--- config.mk ---
export PLATFORM = sky130hd
export DESIGN_NAME = bin2bcd_seq
export DESIGN_NICKNAME = d
export VERILOG_FILES = /design/src/rtl/bin2bcd_pkg.sv /design/src/rtl/bin2bcd_seq_bcd_adj3.sv /design/src/rtl/bin2bcd_seq.sv
export SDC_FILE = /design/constraint.sdc
export NUM_CORES = 1
export LEC_CHECK = 0
export CAP_MARGIN = 20
export CORE_MARGIN = 10
export CORE_UTILIZATION = 62
export CTS_BUF_LIST = sky130_fd_sc_hd__clkbuf_8
export DETAILED_ROUTE_END_ITERATION = 8
export PLACE_DENSITY = 0.91
export SLEW_MARGIN = 20
export SYNTH_ARGS = -nofsm -noshare
export SYNTH_HDL_FRONTEND = slang
export SYNTH_SLANG_ARGS = --single-unit
--- constraint.sdc ---
create_clock -name clk -period 3.5 [get_ports clk]
set_input_delay 0.7 -clock clk [delete_from_list [all_inputs] [get_ports clk]]
set_output_delay 0.7 -clock clk [all_outputs]
set_load 0.005 [all_outputs]
--- src/rtl/bin2bcd_pkg.sv ---
// Shared types and defaults for the sequential binary-to-BCD converter.
// Optional blank-digit output is enabled with macro BIN2BCD_BLANK_EN.
package bin2bcd_pkg;

   localparam int W_DEF      = 20;
   localparam int DIGITS_DEF = 7;
   localparam int BCD_W      = 4;

   typedef enum logic [1:0] {
      IDLE = 2'b00,
      OP   = 2'b01,
      DONE = 2'b10
   } state_t;

endpackage

--- src/rtl/bin2bcd_seq_bcd_adj3.sv ---
// Double-dabble digit correction: digits of 5 or more get +3 ahead of the shift.
module bcd_adj3
   import bin2bcd_pkg::*;
(
   input  logic [BCD_W-1:0] din,
   output logic [BCD_W-1:0] dout
);

   assign dout = (din > 4'd4) ? din + 4'd3 : din;

endmodule

--- src/rtl/bin2bcd_seq.sv ---
// Sequential shift-and-add-3 converter using the start/ready/done_tick handshake.
// Define BIN2BCD_BLANK_EN to add the leading-zero blank mask output.
module bin2bcd_seq
   import bin2bcd_pkg::*;
#(
   parameter int W      = W_DEF,
   parameter int DIGITS = DIGITS_DEF
)(
   input  logic                      clk,
   input  logic                      reset_n,
   input  logic                      start,
   input  logic [W-1:0]              bin,
   output logic                      ready,
   output logic                      done_tick,
   output logic [BCD_W*DIGITS-1:0]   bcd
`ifdef BIN2BCD_BLANK_EN
   ,
   output logic [DIGITS-1:0]         blank
`endif
);

   localparam int NW = $clog2(W+1);
   localparam int BW = BCD_W*DIGITS;

   state_t          state, state_nxt;
   logic [W-1:0]    bin_r;
   logic [BW-1:0]   bcd_r, bcd_adj, bcd_sh, bcd_q;
   logic [NW-1:0]   n;
   logic            load, shift;

   genvar g;
   generate
      for (g = 0; g < DIGITS; g++) begin : g_adj
         bcd_adj3 u_adj (
            .din  (bcd_r  [g*BCD_W +: BCD_W]),
            .dout (bcd_adj[g*BCD_W +: BCD_W])
         );
      end
   endgenerate

   assign bcd_sh = {bcd_adj[BW-2:0], bin_r[W-1]};

   always_comb begin
      state_nxt = state;
      ready     = 1'b0;
      done_tick = 1'b0;
      load      = 1'b0;
      shift     = 1'b0;
      case (state)
         IDLE: begin
            ready = 1'b1;
            if (start) begin
               load      = 1'b1;
               state_nxt = OP;
            end
         end
         OP: begin
            shift = 1'b1;
            if (n == NW'(1)) state_nxt = DONE;
         end
         DONE: begin
            done_tick = 1'b1;
            state_nxt = IDLE;
         end
         default: state_nxt = IDLE;
      endcase
   end

   // bcd_q is the visible result; it only moves on shifts so the previous
   // answer survives the accept edge until the first shift of the next run.
   always_ff @(posedge clk or negedge reset_n) begin
      if (!reset_n) begin
         state <= IDLE;
         bin_r <= '0;
         bcd_r <= '0;
         bcd_q <= '0;
         n     <= '0;
      end else begin
         state <= state_nxt;
         if (load) begin
            bin_r <= bin;
            bcd_r <= '0;
            n     <= NW'(W);
         end else if (shift) begin
            bin_r <= bin_r << 1;
            bcd_r <= bcd_sh;
            bcd_q <= bcd_sh;
            n     <= n - NW'(1);
         end
      end
   end

   assign bcd = bcd_q;

`ifdef BIN2BCD_BLANK_EN
   logic [DIGITS-1:0] blank_nxt, blank_q;
   logic              zero_above;

   always_comb begin
      blank_nxt  = '0;
      zero_above = 1'b1;
      for (int k = DIGITS-1; k >= 0; k--) begin
         zero_above   = zero_above & (bcd_sh[k*BCD_W +: BCD_W] == '0);
         blank_nxt[k] = zero_above;
      end
      blank_nxt[0] = 1'b0;
   end

   always_ff @(posedge clk or negedge reset_n) begin
      if (!reset_n)
         blank_q <= {{(DIGITS-1){1'b1}}, 1'b0};
      else if (shift && n == NW'(1))
         blank_q <= blank_nxt;
   end

   assign blank = blank_q;
`endif

endmodule

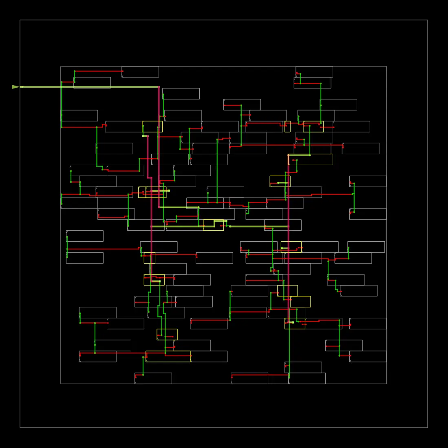
(images/clocks.png)
registers: 83
clock buffers: 11
clock skew: 7.279 ps

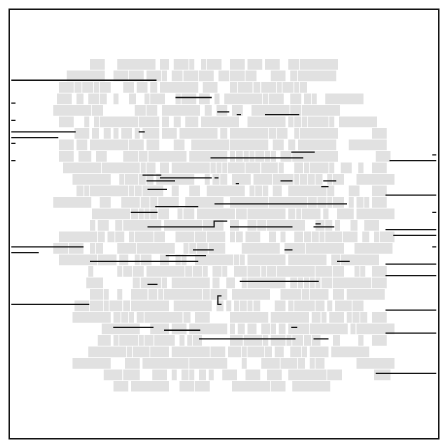
(images/layer_met3.png)
The layer carries 492 microns of wire. The layer holds 5.3% of the routed length. 35 nets have wire on it. The wires run mostly horizontal.

==> run notes <==
Physical implementation status

The total power stands at 4.715 mW. The number of inserted filler cells in the final layout stands at 428. The synthesis stats list as the most numerous cell sky130_fd_sc_hd__dfrtp_1. Before any placement, the netlist area is recorded as 4096 sq um. Hold-check failures listed in the final report amount to 0. The count of inverters other than clock inverters in the layout stands at 22.

At the floorplan stage, the core utilization is reported as 64.15%. Of all cell types, the one taking the most synthesized area is sky130_fd_sc_hd__dfrtp_1. The number of buffers inserted by port buffering stands at about 52. The highest achievable clock rate stands at 381.6 MHz.

The timing report notes that buffer and inverter cells on the critical path total 1. The maximum cell stage delay along the critical path stands at 840 ps. STA lists the startpoint of the worst register-to-register path as state[0]. By area, sequential cells come first. Looking at the reg2reg group, the worst path ends at bcd[22].

The reg-to-reg setup timing slack stands at 1110 ps. The residual antenna-violating net count after detailed routing stands at 0. The script extracted a total leakage power of between 2 and 2.5 nW. The worst setup path is captured at an output pin. The number of antenna diodes in the final layout is 0.

The wire length on met2 stands at between 4000 and 5000 microns. The cell sitting at the root of the clock tree is a sky130_fd_sc_hd__clkbuf_8. Of the total power, registers draw 37.7%. The flow ran to the end, and the final reports show no timing, DRC or antenna violations. The post-synthesis register bit count stands at between 80 and 90. The core region area stands at 6386 sq um. The number of H-tree levels stands at 3.

The instance count on the critical path stands at 2. At the end of routability-driven placement, the weighted congestion stood at a little over 0.8. The arrival time of data at the worst endpoint is listed as 1920 ps.

Entering global routing, the biggest net connects roughly 84 pins. The share of final layout cell area taken by clock buffers and inverters stands at 4.706%. The wire length on met1 stands at a little under 4000 microns. The fraction of final layout cells with drive strength greater than 1 stands at 9.287%. The count of cells in the finished layout, fillers not included, comes to 540.

In this run the critical path is formed by nor2b_1, clkdlybuf4s50_1. The share of synthesized area occupied by flip-flops and latches stands at about half. The well tap count stands at 77. By instance count after routing, the leading logic cell type is sky130_fd_sc_hd__dfrtp_1. The tool flagged a number of max-cap violations equal to 0. The cell count after placement stands at 524. Summing the areas of all and, or, nand and nor instances in the mapped netlist gives 17.32% of the synthesized area. The total cell area reported by yosys after synthesis stands at 4096 sq um. Data on the critical path is required at its endpoint by 2800 ps. Per the final report, the share of cell area in non-clock buffers is about an eighth.

Post-route period utilization is reported as between 70% and 80%. The most common logic cells in the final layout are sky130_fd_sc_hd__dfrtp_1, sky130_fd_sc_hd__nand2_1, sky130_fd_sc_hd__clkdlybuf4s50_1.
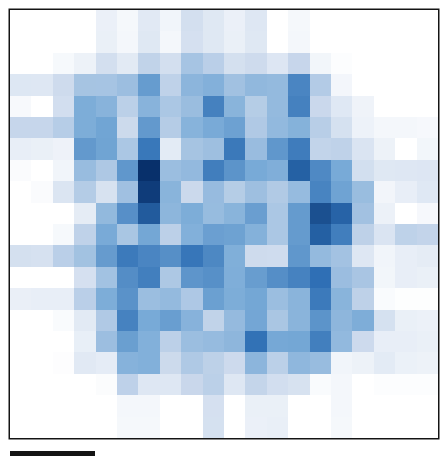
(images/metal_density.png)
The bar under the picture is 20 microns long. 20 x 20 tiles, from white (low) to dark blue (high), scaled to the fullest tile. Values are wire area over tile area, all layers added.
24% of the tiles are nearly empty. The fullest tile reaches 0.57. The mean over all tiles is 0.14. The emptiest ninth of the die: top right. The densest ninth of the die: middle. 16% of the tiles are over half the peak.

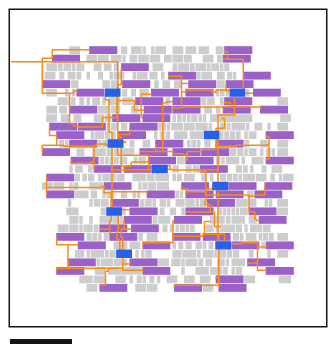
(images/clk_routes.png)
The bar under the picture is 20 microns long.
Key: clock wires = orange [length 977 microns]; flip-flops = purple [count 83]; clock drivers = blue [count 9]
There are 10 routed clock nets.

Power figures rest on the tool's default switching activity, not on a simulated workload.
